File: src/rtl/avst_pkg.sv
// Shared types and default widths for the Avalon-ST FIFO source.
package avst_pkg;

  localparam int DEF_DATABITS_PER_SYMBOL = 8;
  localparam int DEF_SYMBOLS_PER_BEAT    = 4;
  localparam int DEF_LEN_W               = 16;

  // Depth of the output buffer between the FIFO read port and the source.
  localparam int BUF_DEPTH = 2;

  typedef enum logic {
    IDLE = 1'b0,
    RUN  = 1'b1
  } state_e;

endpackage

File: src/rtl/avst_skid_buf.sv
// Two-entry in-order buffer holding FIFO words until the sink accepts them.
// head is always the oldest entry; count tells how many entries are live.
module avst_skid_buf #(
  parameter int W = 32
) (
  input  logic         clk_i,
  input  logic         rst_i,
  input  logic         push_i,
  input  logic [W-1:0] push_data_i,
  input  logic         pop_i,
  output logic [W-1:0] data_o,
  output logic [1:0]   count_o
);

  logic [W-1:0] head_q, head_d;
  logic [W-1:0] tail_q, tail_d;
  logic [1:0]   cnt_q, cnt_d;
  logic         do_pop;
  logic         do_push;

  // Next-entry computation; a pop on an empty buffer or a push into a full
  // buffer without a matching pop are ignored so the count can never wrap.
  always_comb begin
    head_d  = head_q;
    tail_d  = tail_q;
    cnt_d   = cnt_q;
    do_pop  = pop_i && (cnt_q != 2'd0);
    do_push = push_i && ((cnt_q != 2'd2) || do_pop);
    case ({do_push, do_pop})
      2'b10: begin
        if (cnt_q == 2'd0) head_d = push_data_i;
        else               tail_d = push_data_i;
        cnt_d = cnt_q + 2'd1;
      end
      2'b01: begin
        head_d = tail_q;
        cnt_d  = cnt_q - 2'd1;
      end
      2'b11: begin
        if (cnt_q == 2'd1) begin
          head_d = push_data_i;
        end else begin
          head_d = tail_q;
          tail_d = push_data_i;
        end
      end
      default: ;
    endcase
  end

  // Entry storage and occupancy register; reset empties the buffer.
  always_ff @(posedge clk_i) begin
    if (rst_i) begin
      head_q <= '0;
      tail_q <= '0;
      cnt_q  <= 2'd0;
    end else begin
      head_q <= head_d;
      tail_q <= tail_d;
      cnt_q  <= cnt_d;
    end
  end

  assign data_o  = head_q;
  assign count_o = cnt_q;

endmodule

File: src/rtl/avst_fifo_src.sv
// Reads one packet of pkt_len_i words from a registered-output FIFO and
// emits it as an Avalon-ST packet with sop/eop/empty framing.
module avst_fifo_src
  import avst_pkg::*;
#(
  parameter int DATABITS_PER_SYMBOL = DEF_DATABITS_PER_SYMBOL,
  parameter int SYMBOLS_PER_BEAT    = DEF_SYMBOLS_PER_BEAT,
  parameter int WIDTH               = DATABITS_PER_SYMBOL * SYMBOLS_PER_BEAT,
  parameter int LEN_W               = DEF_LEN_W
) (
  input  logic                                clk_i,
  input  logic                                rst_i,
  input  logic                                start_i,
  input  logic [LEN_W-1:0]                    pkt_len_i,
  input  logic [$clog2(SYMBOLS_PER_BEAT)-1:0] pkt_empty_i,
  output logic                                busy_o,
  output logic                                done_o,
  input  logic [WIDTH-1:0]                    fifo_data_i,
  input  logic                                fifo_empty_i,
  output logic                                fifo_rd_o,
  output logic [WIDTH-1:0]                    src_data_o,
  output logic                                src_valid_o,
  output logic                                src_startofpacket_o,
  output logic                                src_endofpacket_o,
  output logic [$clog2(SYMBOLS_PER_BEAT)-1:0] src_empty_o,
  input  logic                                src_ready_i
);

  localparam int EMPTY_W = $clog2(SYMBOLS_PER_BEAT);

  state_e             state_q, state_d;
  logic [LEN_W-1:0]   len_q, len_d;
  logic [EMPTY_W-1:0] empty_q, empty_d;
  logic [LEN_W-1:0]   req_cnt_q, req_cnt_d;
  logic [LEN_W-1:0]   beat_cnt_q, beat_cnt_d;
  logic               inflight_q, inflight_d;
  logic               done_q, done_d;

  logic [1:0]         buf_cnt;
  logic [WIDTH-1:0]   buf_data;
  logic               valid;
  logic               pop;
  logic               last_beat;
  logic [2:0]         occupancy;
  logic               rd;

  // Words already read from the FIFO land here one cycle later.
  avst_skid_buf #(
    .W (WIDTH)
  ) u_buf (
    .clk_i       (clk_i),
    .rst_i       (rst_i),
    .push_i      (inflight_q),
    .push_data_i (fifo_data_i),
    .pop_i       (pop),
    .data_o      (buf_data),
    .count_o     (buf_cnt)
  );

  // Read issue, counters and FSM next state. A read is only issued when the
  // buffer is guaranteed a free slot for it after counting the word still in
  // flight from last cycle and the beat leaving this cycle.
  always_comb begin
    valid      = (buf_cnt != 2'd0);
    pop        = valid && src_ready_i;
    last_beat  = (beat_cnt_q == (len_q - LEN_W'(1)));
    occupancy  = {1'b0, buf_cnt} + {2'b00, inflight_q} - {2'b00, pop};
    rd         = (state_q == RUN) && !fifo_empty_i && (req_cnt_q < len_q) &&
                 (occupancy < 3'(BUF_DEPTH));

    state_d    = state_q;
    len_d      = len_q;
    empty_d    = empty_q;
    req_cnt_d  = req_cnt_q;
    beat_cnt_d = beat_cnt_q;
    inflight_d = rd;
    done_d     = 1'b0;

    case (state_q)
      IDLE: begin
        if (start_i && (pkt_len_i != '0)) begin
          state_d    = RUN;
          len_d      = pkt_len_i;
          empty_d    = pkt_empty_i;
          req_cnt_d  = '0;
          beat_cnt_d = '0;
        end
      end
      RUN: begin
        if (rd)  req_cnt_d  = req_cnt_q + LEN_W'(1);
        if (pop) begin
          beat_cnt_d = beat_cnt_q + LEN_W'(1);
          if (last_beat) begin
            state_d = IDLE;
            done_d  = 1'b1;
          end
        end
      end
      default: state_d = IDLE;
    endcase
  end

  // State and counter registers.
  always_ff @(posedge clk_i) begin
    if (rst_i) begin
      state_q    <= IDLE;
      len_q      <= '0;
      empty_q    <= '0;
      req_cnt_q  <= '0;
      beat_cnt_q <= '0;
      inflight_q <= 1'b0;
      done_q     <= 1'b0;
    end else begin
      state_q    <= state_d;
      len_q      <= len_d;
      empty_q    <= empty_d;
      req_cnt_q  <= req_cnt_d;
      beat_cnt_q <= beat_cnt_d;
      inflight_q <= inflight_d;
      done_q     <= done_d;
    end
  end

  // Source outputs; framing derives from the accepted-beat count, which only
  // moves on a transfer, so it holds steady while the sink stalls.
  always_comb begin
    src_valid_o         = valid;
    src_data_o          = valid ? buf_data : '0;
    src_startofpacket_o = valid && (beat_cnt_q == '0);
    src_endofpacket_o   = valid && last_beat;
    src_empty_o         = (valid && last_beat) ? empty_q : '0;
  end

  assign busy_o    = (state_q == RUN);
  assign done_o    = done_q;
  assign fifo_rd_o = rd;

endmodule
File: config.mk
export PLATFORM = sky130hd
export DESIGN_NAME = avst_fifo_src
export DESIGN_NICKNAME = d
export VERILOG_FILES = /design/src/rtl/avst_pkg.sv /design/src/rtl/avst_skid_buf.sv /design/src/rtl/avst_fifo_src.sv
export SDC_FILE = /design/constraint.sdc
export NUM_CORES = 1
export LEC_CHECK = 0
export CAP_MARGIN = 20
export CORE_MARGIN = 1.5
export CORE_UTILIZATION = 35
export CTS_CLUSTER_SIZE = 16
export DETAILED_ROUTE_END_ITERATION = 8
export SETUP_SLACK_MARGIN = 0.15
export SYNTH_ARGS = -nofsm -noshare
export SYNTH_HDL_FRONTEND = slang
export SYNTH_SLANG_ARGS = --single-unit
File: constraint.sdc
create_clock -name clk_i -period 4.2 [get_ports clk_i]
set_input_delay 0.42 -clock clk_i [delete_from_list [all_inputs] [get_ports clk_i]]
set_output_delay 0.42 -clock clk_i [all_outputs]
set_load 0.01 [all_outputs]
Figure 1. Sequential cells colored by netlist name.
The bar under the picture is 50 um long. Other sequential cells in the stronger gray, the rest of the logic in the fainter gray.
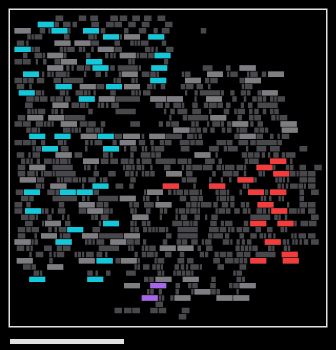
| netlist name | color | sequential cells |
|---|---|---|
| `u_buf.data_o` | cyan | 32 |
| `empty_q` | purple | 2 |
| `len_q` | red | 16 |
Reg area: 2384 um2
Seq power: 1.35 mW

==> flow_summary.yaml <==
# flow metrics
run_status:
  status: "finished clean"
logic_synthesis:
  syn_inst: 804
  common_cells: "nand2_1 (136), dfxtp_1 (119), a21oi_1 (78)"
  xor_share: 0.03010
  ys_sh_adder: 0.04808
  synth.logic.top_family: "simple AND/OR/NAND/NOR gates"
  async_flop_share: 0
  most_common_cell: "nand2_1"
  yosysSeqAreaShare: 0.3721
  synthesis.area_um2: 6402
  yosysWarningCount: 0
  yosysUniqueCellTypes: 55
  top_cells_by_area: "dfxtp_1 (37%), nand2_1 (8.0%), mux2i_1 (7.7%), a21oi_1 (6.1%), ha_1 (4.5%)"
  ys_ff: 119
  aoi_share: 0.1565
  synthSimpleGateAreaFrac: 0.2648
  synth_top_flop_cell: "dfxtp_1"
  mux_share: 0.07837
  synth_top_area_share: 0.3721
pwr:
  maxPowerGroup: "the clock network"
  p_clk_frac: 0.385
  power.share.combinational: 0.273
  p_comb_mw: 1.07
  clk-power_mw: 1.51
  switching_share: 0.3132
  power.total_mw: 3.933
  switching_power_mw: 1.232
  leakage_nw: 3.098
placement:
  placed_cells: 1081
  post-place-ws_ns: 0.3153
  hpwl_um: 11330
final_timing:
  rsz0062_at_grt: "no"
  finalHoldViolCount: 0
  maxSlewViolCount: 0
  hold_ws_ns: 0.4515
  fmax_mhz: 263.8
  setup_viol: 0
  slew_headroom: 0.2842
  tns_ns: 0
  fin_ws_ns: 0.4089
  worst_pin_slew_ns: 1.070
critical_path:
  path_max_fanout: 7
  path_class: "reg -> out"
  cp.arrival_ns: 3.37
  cp_num_cells: 10
  r2r-start: "u_buf.count_o[1]$_SDFFE_PP0P_"
  cp_slowest_cell: "clkdlybuf4s50_1"
  crit_buf_inv: 3
  worst-endpoint-required_ns: 3.78
  cp_slowest_stage_delay_ns: 0.57
  crit_family: "simple AND/OR/NAND/NOR gates"
  r2r_setup_slack_ns: 0.93
  rr_worst_depth: 14
  critPathCapture: "src_endofpacket_o"
  critPathLaunch: "len_q[0]$_SDFFE_PP0P_"
  reg2reg_to: "req_cnt_q[6]$_SDFFE_PP0P_"
cts:
  clock_latency_ns: 0.42
  root_buffer: "clkbuf_16"
  postCtsSetupBuffers: 0
  numCtsBuffers: 17
  post_cts_resized: 4
detailed_routing:
  dr.pass1.iters: 5
  drc: 0
  wl_met3_um: 1267
  routed_wirelength_um: 16990
  vias: 5813
  wire_per_inst_um: 15.25
  ant_nets: 0
floorplan:
  fp_util: 0.3564
  num_rows: 49
  core_area_um2: 17960
  die_h_um: 138.3
  ioPinCount: 95
layout:
  clkbuf_count: 19
  flops: 119
  inverters: 23
  area_growth_pct: 26.91
  lay_top_cells: "nand2_1 (134), dfxtp_1 (118), clkdlybuf4s50_1 (92)"
  multi_input_comb_cells: 604
  clk_share: 0.07545
  logic_area_um2: 3717
  buffers_excl_clock: 107
  nets: 951
  buffer_area_frac: 0.1278
  diodes: 0
  drive_above_1_share: 0.06780
global_routing:
  grt_use_met2: 0.2660
  busiest_layer: "met2"
  use_met3: 0.05507
  grt_pass1_wl_um: 27890
min_path:
  hold_path_depth: 2
  hp-start: "u_buf.tail_q[29]$_SDFFE_PP0P_"
Figure 2. Clock distribution.
The bar under the picture is 50 um long.
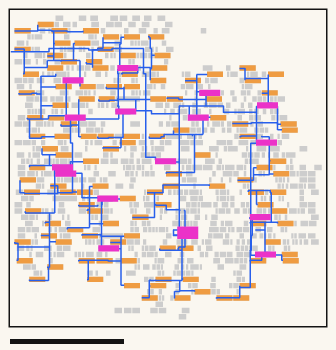
[clock wires] blue | length: 1760 um
[clock drivers] magenta | count: 17
[flip-flops] orange | count: 119
routed clock nets: 18

Power figures rest on the tool's default switching activity, not on a simulated workload.
